==> config.mk <==
export PLATFORM = sky130hd
export DESIGN_NAME = elbeth_bus_demux_1_to_2
export DESIGN_NICKNAME = d
export VERILOG_FILES = /design/src/rtl/elbeth_bus_demux_1_to_2.sv
export SDC_FILE = /design/constraint.sdc
export NUM_CORES = 1
export LEC_CHECK = 0
export CAP_MARGIN = 40
export CELL_PAD_IN_SITES_DETAIL_PLACEMENT = 1
export CELL_PAD_IN_SITES_GLOBAL_PLACEMENT = 2
export CORE_UTILIZATION = 20
export CTS_CLUSTER_SIZE = 25
export DETAILED_ROUTE_END_ITERATION = 7
export PLACE_DENSITY_LB_ADDON = 0.1
export SLEW_MARGIN = 20
export SYNTH_ARGS = -nofsm -noshare
export SYNTH_HDL_FRONTEND = slang
export SYNTH_SLANG_ARGS = --single-unit
==> constraint.sdc <==
create_clock -name clk -period 3.1 [get_ports clk]
set_clock_uncertainty 0.15 [all_clocks]
set_input_delay 0.93 -clock clk [delete_from_list [all_inputs] [get_ports clk]]
set_output_delay 0.93 -clock clk [all_outputs]
set_load 0.02 [all_outputs]
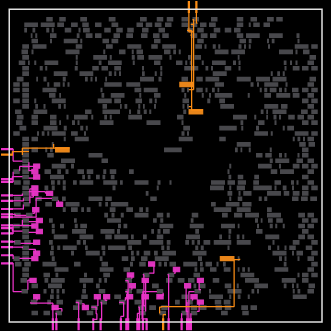
run_1/io_fan.png
Scale: 2 px per um.
colour	port	bits	direction	end cells	wire
orange	`s1_byte_sel`	4	output	4	219 um
magenta	`s2_rdata`	32	input	32	534 um
top-level I/O count: 315
number of port buffers: 314

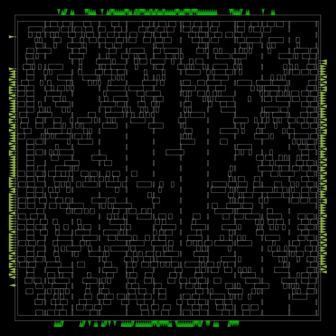
run_1/placement.png
Final Non-Filler Cells: 1116
proportion of cell area occupied by registers: 0.2643
Flop Count: 105

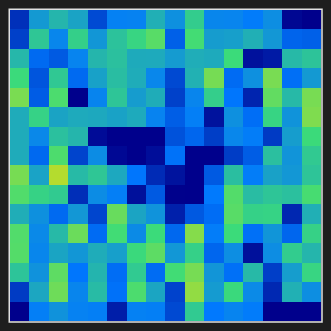
run_1/cell_density.png
Scale: 2 px per um. 16 x 16 tiles, from dark blue (low) to red (high), 0 to 100% covered.
mean over tiles	31%
nearly empty tiles	6.6%
fullest tile	65%
emptiest ninth of the die	centre
final core utilization: 0.3471
FP Core Util: 0.2059
Floorplan Core Area: 22920 sq um

==> PnR_summary.wiki, run 1 <==
== Run summary ==
{| class="wikitable"
! Metric !! Value
|-
| Status || completed
|-
| Top FF cell, synth || sky130_fd_sc_hd__dfxtp_1
|-
| P_leak || between 0.002 and 0.003 uW
|-
| Routed Antenna Nets || 0
|-
| Clock period minus worst slack || 2.831 ns
|-
| Top-area cell share || 0.4455
|-
| Post-synth top cells || 139 x sky130_fd_sc_hd__nand2_1, 105 x sky130_fd_sc_hd__dfxtp_1, 102 x sky130_fd_sc_hd__a21oi_1
|-
| Number of cell instances after yosys synthesis || slightly below 600
|-
| Dominant comb cell || simple AND/OR/NAND/NOR gates
|-
| CTS tree || yes
|-
| Insertion delay of the later-clocked pin in the worst-skew pair || roughly 0.34 ns
|-
| Xor/xnor cell area share of the yosys netlist || 0
|-
| Vias || 4653
|-
| Mean cell area of the mapped netlist || 8.149 sq um
|-
| Type of the worst setup path || reg -> out
|-
| Hold/Removal Path Class || reg -> reg
|-
| Final setup violation count || 0
|-
| Number of warnings in the stage logs || 29
|-
| Instance count of the mapped netlist || approximately 580
|-
| Gr usage total || 0.1392
|-
| Post-synth cell types || 27
|-
| Initial DRT Pass Iterations || 4
|-
| Final hold viol count || 0
|-
| Worst Reg2Reg Path Length in Cells || 7
|-
| Startpoint kind of the worst setup timing path || flop
|-
| Post_cts resized || 0
|-
| Fraction of synthesized area in multiplexers || 0.06789
|-
| Largest buffer count on any clock path || 2
|-
| Maximum vdd ir drop || ~0.22 mV
|-
| Top area cell types || sky130_fd_sc_hd__dfxtp_1 45%, sky130_fd_sc_hd__buf_4 11%, sky130_fd_sc_hd__nand2_1 11%, sky130_fd_sc_hd__a21oi_1 11%, sky130_fd_sc_hd__mux2i_1 6.8%
|-
| Die y size || roughly 160 um
|-
| Async set-or-reset flop fraction in the synthesized netlist || 0
|-
| Setup repair after global routing missed its margin || no
|-
| Instance count along the most critical hold path || 2
|-
| Required time of the critical path || about 2.0 ns
|-
| Post-CTS repair timing setup buffer count || 0
|-
| Crit path DAT || ~1.8 ns
|-
| Compound-Gate Fraction of Synth Area || 0.1504
|-
| Worst path buffer plus inverter count || 2
|}
-- run 1: where the power goes --
part,internal (uW),switching (uW)
Sequential,1620,219
Combinational,1320,1520
Clock,571,535
Total,3510,2270
-- run 1: final cells by class --
class,instances,area (sq um)
Sequential cell,105,2102
Clock inverter,5,38.79
Clock buffer,10,239.0
Tap cell,313,391.6
Inverter,3,11.26
Fill cell,2641,14960
Timing Repair Buffer,323,3271
Multi-Input combinational cell,357,1901
-- run 1: cell usage in the layout (no fill, tap or decap), drive strengths merged, types with 4 or more instances in the layout --
master	n
o21ai	32
or3	32
nor2	4
mux2i	32
buf	10
ha	4
a21oi	102
inv	6
dfxtp	105
clkbuf	10
nand2	139
clkdlybuf4s50	313
run_1/placement_by_type.png
Scale: 2 px per um.
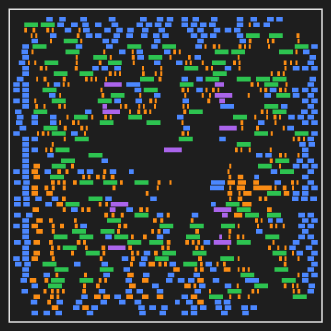

==> inputs of run 2 (changes only) <==
--- a/config.mk
+++ b/config.mk
@@ -7,3 +7,3 @@
 export LEC_CHECK = 0
-export CAP_MARGIN = 40
+export CAP_MARGIN = 20
 export CELL_PAD_IN_SITES_DETAIL_PLACEMENT = 1
--- a/constraint.sdc
+++ b/constraint.sdc
@@ -4,2 +4,2 @@
 set_output_delay 0.93 -clock clk [all_outputs]
-set_load 0.02 [all_outputs]
+set_load 0.05 [all_outputs]
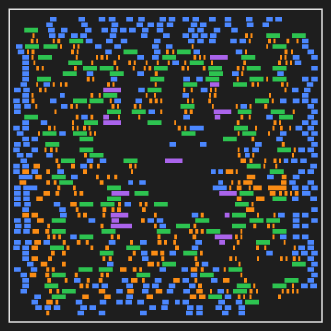
run_2/placement_by_type.png
Scale: 2 px per um.
colour	class	cells	share of their area
orange	combinational and other logic	360	25%
green	flops	105	28%
blue	other buffers and delay cells	323	43%
purple	clock drivers and dummy loads	16	4.1%
final core utilization: 0.3479
# rows: 55

==> PnR_summary.wiki, run 2 <==
== Run summary ==
{| class="wikitable"
! Metric !! Value
|-
| Mean cell area of the mapped netlist || about 8.1 sq um
|-
| Floorplan Core Area || 22920 sq um
|-
| Crit path DAT || ~1.9 ns
|-
| Instance count of the mapped netlist || a little under 600
|-
| Top class by area || buffers
|-
| Insertion delay of the later-clocked pin in the worst-skew pair || 0.34 ns
|-
| Layout buffer count excluding clock buffers || approximately 320
|-
| Number of port buffers || approximately 310
|-
| FP Core Util || 0.2059
|-
| Tap cells || 313
|-
| Fraction of synthesized area in multiplexers || 0.06789
|-
| Type of the worst setup path || reg -> out
|-
| Hold/Removal Path Class || reg -> reg
|-
| Dominant comb cell || simple AND/OR/NAND/NOR gates
|-
| Multi-input gate share of the layout cell area || 0.2384
|-
| Final setup violation count || 0
|-
| Gr usage total || 0.1452
|-
| Register area || about 2100 sq um
|-
| Final Non-Filler Cells || ~1100
|-
| Routed Antenna Nets || 0
|-
| Maximum vdd ir drop || between 0.2 and 0.3 mV
|-
| Xor/xnor cell area share of the yosys netlist || 0
|-
| Clock period minus worst slack || between 2 and 3 ns
|-
| Highest-count cells in the layout ignoring fill and taps || 309 x sky130_fd_sc_hd__clkdlybuf4s50_1, 139 x sky130_fd_sc_hd__nand2_1, 105 x sky130_fd_sc_hd__dfxtp_1, 102 x sky130_fd_sc_hd__a21oi_1
|-
| Layout buffering overhead excluding clock cells || 0.4080
|-
| Final hold viol count || 0
|-
| Post-synth top cells || 139 x sky130_fd_sc_hd__nand2_1, 105 x sky130_fd_sc_hd__dfxtp_1, 102 x sky130_fd_sc_hd__a21oi_1
|-
| Required time of the critical path || between 2 and 2.5 ns
|-
| Setup repair after global routing missed its margin || no
|-
| Top FF cell, synth || sky130_fd_sc_hd__dfxtp_1
|-
| Top-area cell share || 0.4455
|-
| Worst path buffer plus inverter count || 2
|-
| Die y size || 155.6 um
|-
| Startpoint kind of the worst setup timing path || flop
|-
| Number of inserted filler cells in the final layout || 2624
|-
| Top-level I/O count || between 300 and 400
|-
| P_leak || ~0.0027 uW
|-
| Proportion of cell area occupied by registers || 0.2637
|-
| Async set-or-reset flop fraction in the synthesized netlist || 0
|-
| Status || completed
|-
| Number of cell instances after yosys synthesis || slightly below 600
|-
| Post_cts resized || 0
|-
| Number of warnings in the stage logs || 29
|-
| Initial DRT Pass Iterations || 4
|-
| Clock-cell share || 0.03939
|-
| Post-synth cell types || 27
|-
| Combinational Area || approximately 1900 sq um
|-
| Top area cell types || sky130_fd_sc_hd__dfxtp_1 45%, sky130_fd_sc_hd__buf_4 11%, sky130_fd_sc_hd__nand2_1 11%, sky130_fd_sc_hd__a21oi_1 11%, sky130_fd_sc_hd__mux2i_1 6.8%
|-
| Compound-Gate Fraction of Synth Area || 0.1504
|-
| Worst Reg2Reg Path Length in Cells || 7
|}
[run 2: power by group]
group	switching, uW	internal (uW)	leakage [uW]
registers	221	1620	0.000857
logic	2610	1270	0.00173
clock network	548	661	0.000151
[run 2: worst reg2reg max path, cell delays in order (launching register included)]
cell and delay (ns):
sky130_fd_sc_hd__dfxtp_1 0.33, sky130_fd_sc_hd__inv_1 0.11, sky130_fd_sc_hd__ha_1 0.25, sky130_fd_sc_hd__nor2b_4 0.17, sky130_fd_sc_hd__buf_4 0.45, sky130_fd_sc_hd__mux2i_1 0.23
sky130_fd_sc_hd__or3_1 0.34, sky130_fd_sc_hd__a21oi_1 0.17
Power is estimated from default activity; no workload was simulated.
